Supply network:
The bar under the picture is 20 µm long. Pins as bars on the die edge.
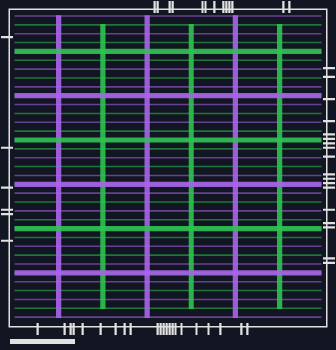
Placed cells, one color a class:
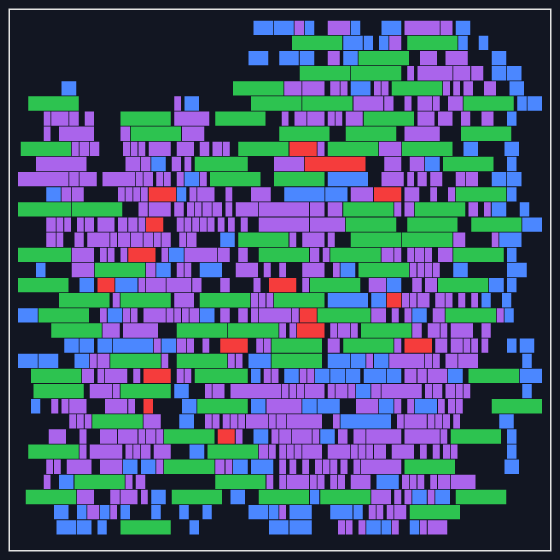
Clock distribution:
The bar under the picture is 20 µm long.
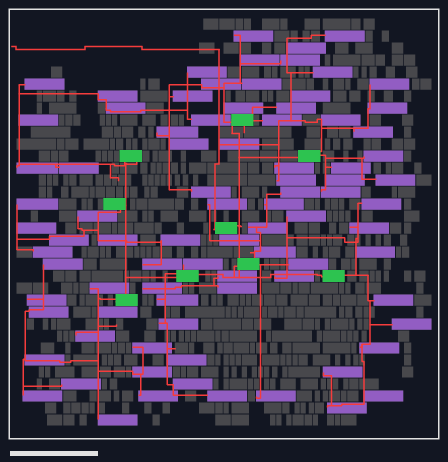
--- src/rtl/cam_pixel_capture.sv ---
// Camera pixel capture: assembles sensor byte pairs into pixels, optional 2x/4x decimation,
// linear frame-buffer addressing with write strobes, and frame/line integrity status.
module cam_pixel_capture #(
  parameter int unsigned PIX_W    = 12,
  parameter int unsigned ADDR_W   = 19,
  parameter int unsigned H_ACTIVE = 640,
  parameter int unsigned DEPTH    = 307200
) (
  input  logic              pclk,
  input  logic              rst_n,
  input  logic              enable,
  input  logic              fmt,
  input  logic [1:0]        decim,
  input  logic              vsync,
  input  logic              href,
  input  logic [7:0]        d,
  output logic [ADDR_W-1:0] addr,
  output logic [PIX_W-1:0]  dout,
  output logic              we,
  output logic              frame_done,
  output logic [7:0]        frame_cnt,
  output logic              line_err,
  output logic              overflow
);

  localparam int unsigned CNT_W = $clog2(2 * H_ACTIVE + 1) + 1;
  localparam logic [CNT_W-1:0]  LINE_BYTES = CNT_W'(2 * H_ACTIVE);
  localparam logic [ADDR_W-1:0] LAST_ADDR  = ADDR_W'(DEPTH - 1);

  localparam logic [1:0] IDLE   = 2'd0;
  localparam logic [1:0] ACTIVE = 2'd1;
  localparam logic [1:0] DONE   = 2'd2;

  logic              vsync_r, href_r, vsync_q, href_q;
  logic [7:0]        d_r, hi_q;
  logic [1:0]        state_q, decim_q, x_q, y_q, mask;
  logic              fmt_q, phase_q, full_q;
  logic [CNT_W-1:0]  cnt_q;
  logic [ADDR_W-1:0] addr_q;
  logic [PIX_W-1:0]  dout_q, pix;
  logic              we_q, frame_done_q, line_err_q, overflow_q;
  logic [7:0]        frame_cnt_q;

  logic vsync_fall, vsync_rise, active, line_end, byte_en, pix_en, keep;

  assign vsync_fall = vsync_q & ~vsync_r;
  assign vsync_rise = ~vsync_q & vsync_r;
  assign active     = (state_q == ACTIVE);
  // A vsync rise during an active line closes that line in the same cycle.
  assign line_end   = active & ((href_q & ~href_r) | (vsync_rise & href_r));
  assign byte_en    = active & href_r & ~line_end;
  assign pix_en     = byte_en & phase_q;

  always_comb begin
    mask = 2'b11;
    case (decim_q)
      2'd0:    mask = 2'b00;
      2'd1:    mask = 2'b01;
      default: mask = 2'b11;
    endcase
  end

  assign keep = ((x_q & mask) == 2'b00) && ((y_q & mask) == 2'b00);

  if (PIX_W == 16) begin : g_pix16
    assign pix = fmt_q ? {hi_q[7:3], hi_q[7:2], hi_q[7:3]} : {hi_q, d_r};
  end else begin : g_pix12
    assign pix = fmt_q ? {3{hi_q[7:4]}} : {hi_q[7:4], hi_q[2:0], d_r[7], d_r[4:1]};
    logic unused_pix;
    assign unused_pix = ^{hi_q[3], d_r[6:5], d_r[0]};
  end

  always_ff @(posedge pclk or negedge rst_n) begin
    if (!rst_n) begin
      vsync_r <= 1'b0;
      href_r  <= 1'b0;
      d_r     <= 8'd0;
      vsync_q <= 1'b0;
      href_q  <= 1'b0;
    end else begin
      vsync_r <= vsync;
      href_r  <= href;
      d_r     <= d;
      vsync_q <= vsync_r;
      href_q  <= href_r;
    end
  end

  always_ff @(posedge pclk or negedge rst_n) begin
    if (!rst_n) begin
      state_q      <= IDLE;
      fmt_q        <= 1'b0;
      decim_q      <= 2'd0;
      hi_q         <= 8'd0;
      phase_q      <= 1'b0;
      x_q          <= 2'd0;
      y_q          <= 2'd0;
      cnt_q        <= '0;
      full_q       <= 1'b0;
      addr_q       <= '0;
      dout_q       <= '0;
      we_q         <= 1'b0;
      frame_done_q <= 1'b0;
      frame_cnt_q  <= 8'd0;
      line_err_q   <= 1'b0;
      overflow_q   <= 1'b0;
    end else begin
      we_q         <= 1'b0;
      frame_done_q <= 1'b0;
      line_err_q   <= 1'b0;

      // Address advances the cycle after each write and parks on the last word.
      if (we_q) begin
        if (addr_q == LAST_ADDR) full_q <= 1'b1;
        else                     addr_q <= addr_q + ADDR_W'(1);
      end

      if (line_end) begin
        x_q     <= 2'd0;
        phase_q <= 1'b0;
        cnt_q   <= '0;
        if (cnt_q != '0) begin
          y_q        <= y_q + 2'd1;
          line_err_q <= (cnt_q != LINE_BYTES);
        end
      end else if (byte_en) begin
        if (cnt_q != '1) cnt_q <= cnt_q + CNT_W'(1);
        phase_q <= ~phase_q;
        if (!phase_q) begin
          hi_q <= d_r;
        end else begin
          x_q <= x_q + 2'd1;
          if (keep && !full_q) begin
            we_q   <= 1'b1;
            dout_q <= pix;
          end else if (keep) begin
            overflow_q <= 1'b1;
          end
        end
      end

      case (state_q)
        IDLE: begin
          if (vsync_fall && enable) begin
            state_q    <= ACTIVE;
            fmt_q      <= fmt;
            decim_q    <= decim;
            addr_q     <= '0;
            full_q     <= 1'b0;
            overflow_q <= 1'b0;
            x_q        <= 2'd0;
            y_q        <= 2'd0;
            phase_q    <= 1'b0;
            cnt_q      <= '0;
          end
        end
        ACTIVE: begin
          if (vsync_rise) begin
            state_q      <= DONE;
            frame_done_q <= 1'b1;
            frame_cnt_q  <= frame_cnt_q + 8'd1;
          end
        end
        default: state_q <= IDLE;
      endcase
    end
  end

  assign addr       = addr_q;
  assign dout       = dout_q;
  assign we         = we_q;
  assign frame_done = frame_done_q;
  assign frame_cnt  = frame_cnt_q;
  assign line_err   = line_err_q;
  assign overflow   = overflow_q;

endmodule

--- config.mk ---
export PLATFORM = sky130hd
export DESIGN_NAME = cam_pixel_capture
export DESIGN_NICKNAME = d
export VERILOG_FILES = /design/src/rtl/cam_pixel_capture.sv
export SDC_FILE = /design/constraint.sdc
export NUM_CORES = 1
export LEC_CHECK = 0
export ABC_AREA = 1
export CORE_UTILIZATION = 46
export CTS_CLUSTER_DIAMETER = 200
export CTS_CLUSTER_SIZE = 14
export DETAILED_ROUTE_END_ITERATION = 8
export PLACE_DENSITY = 0.72
export SETUP_SLACK_MARGIN = 0.4
export SLEW_MARGIN = 20
export SYNTH_ARGS = -nofsm -noshare
export SYNTH_HDL_FRONTEND = slang
export SYNTH_SLANG_ARGS = --single-unit
--- constraint.sdc ---
create_clock -name pclk -period 1.7 [get_ports pclk]
set_clock_uncertainty 0.05 [all_clocks]
set_input_delay 0.34 -clock pclk [delete_from_list [all_inputs] [get_ports pclk]]
set_output_delay 0.34 -clock pclk [all_outputs]
set_load 0.01 [all_outputs]
==> out/qor.json <==
{
  "status": {
    "status": "completed"
  },
  "power": {
    "p_comb_frac": 0.342,
    "seq_cell_power_mw": 2.79,
    "top_power_group": "registers",
    "pg_comb_mw": 2.23,
    "cell_internal_pwr_mw": 4.21
  },
  "finish": {
    "filler_cell_count": 619,
    "clockBufferCount": 9,
    "ff_latch_area_mm2": 0.00213,
    "comb_share": 0.371,
    "layout.buffer.nonclock.area_share": 0.183,
    "fraction_of_layout_cells_with_a_size_suffix_above_1": 0.393
  },
  "worst_setup_path": {
    "timing.critical_path.required_ps": 1900,
    "crit_start": "addr[4]",
    "crit_fanout": 8,
    "worst_r2r_path_depth": 10,
    "worstSetupEndpoint": "addr[15]"
  },
  "floorplan": {
    "tapCellCount": 108
  },
  "timing": {
    "fin_crit_sh": 0.964,
    "whs_ps": 361,
    "timing.setup.tns_ps": 0,
    "fmaxAchievable_mhz": 610,
    "grt_setup_unrepaired": "true",
    "timing_worst_slew_pin_value_ps": 437
  },
  "min_path": {
    "kind_of_path_behind_the_tightest_hold_check": "input port to flop",
    "worst_hold_path.endpoint": "vsync_r"
  },
  "yosys": {
    "synth.yosys.warnings": 0,
    "post-synth-top-area-fraction": 0.512,
    "muxShareOfSynthArea": 0.00542,
    "post_synth_xor_area_fraction": 0.0253,
    "syn_inst": 507,
    "syn_area_mm2": 0.00416
  },
  "clock_tree": {
    "cts-htree-levels": 3,
    "cts_tree": "built"
  },
  "detailed_routing": {
    "number_of_design_rule_violations_left_after_detail_routing": 0,
    "post_route_antenna_net_violation_count": 0,
    "route.final.wire_length_um": 11500
  },
  "grt": {
    "grt_start_max_net_pins": 34
  },
  "run": {
    "maxcap_viol_count": 0
  }
}
Back to the opening pictures, 'supply network':
Key: green = VDD; purple = VSS
35 met1 rails follow the rows. The core has 34 rows. 6 straps on met4. 6 straps on met5. 59 signal pins sit on the boundary.
height of the chip: 97.0 µm
horizontal extent of the die: 97.0 µm
core area: 0.00872 mm²
worst voltage drop across the vdd grid: 0.658 mV

Back to the opening pictures, 'placed cells, one color a class':
Key: purple = combinational and other logic [cells 414, share of their area 42%]; red = clock drivers and dummy loads [cells 16, share of their area 3.4%]; blue = remaining buffers and delay cells [cells 141, share of their area 19%]; green = sequential cells [cells 85, share of their area 36%]
Finished Cell Area: 0.00614 mm²
sequential portion of the cell area: 0.347
share of the core filled with cells: 0.704
Rows: 34

Back to the opening pictures, 'clock distribution':
Key: green = clock drivers [count 9]; purple = flip-flops [count 85]; red = clock wires [length 1080 µm]
There are 10 routed clock nets. Position of the flops: spread over the die.
part of the total power dissipated in the clock network: 0.230
total clock network power: 1.50 mW
clock latency on the worst-skew pair: 360 ps

[cells in the final DEF (no fill, tap or decap), types with 14 or more instances in the layout]
cell type	count
nand2_1	102
dfrtp_1	80
clkdlybuf4s50_1	14
nor2_4	16
buf_6	15
buf_2	37
nand3_1	20
nor2_1	53
buf_4	68
nand2_2	14
inv_1	56
[synthesized netlist by cell type, types with 2 or more instances]
library cell	number
a21oi_1	10
a31oi_1	2
and3_1	2
buf_2	7
clkbuf_1	3
dfrtp_1	85
ha_1	6
inv_1	68
mux2_2	2
nand2_1	124
nand2_2	2
nand3_1	30
nand3_2	9
nand4_1	7
nor2_1	70
nor2_2	6
nor3_1	12
nor3_2	2
o21a_1	8
o21ai_0	17
o21ai_1	14
xnor2_1	3
xor2_1	9
[cell families after synthesis]
group | count (synthesis)
buffers and inverters | 81
adders and majority gates | 6
muxes | 2
and+or+nand+nor | 270
AOI/OAI and AO/OA | 51
DFF | 85
xor gates and xnor gates | 12
[repair_timing]
item	CTS	global route
buffers inserted	47	20
hold buffers	1	0
hold endpoints to repair	29	0
cloned	4	3
resized	236	73
endpoints found under the setup margin	104	105
pin swaps	15	25
[stage by stage]
| step | instance area (µm²) | setup WS, ps | utilization |
|---|---|---|---|
| 2_1_floorplan | 4280 | 106 | - |
| 3_3_place_gp | 5020 | 107 | 0.575 |
| 3_5_place_dp | 5020 | 61.2 | 0.575 |
| 4_1_cts | 5700 | 125 | 0.654 |
| 5_1_grt | 6140 | 0.0520 | 0.704 |
| 6_report | 6140 | 61.8 | 0.704 |
[critical path, stage by stage (launching register included)]
cell and delay (ps):
dfrtp_1 370, buf_4 140, nand2_1 90, nor2_2 190, nand2_4 100, nor2_8 160
nand2_8 120, nand3_1 130, nand2_1 80, inv_1 80, nor2_2 40
Power figures rest on the tool's default switching activity, not on a simulated workload.
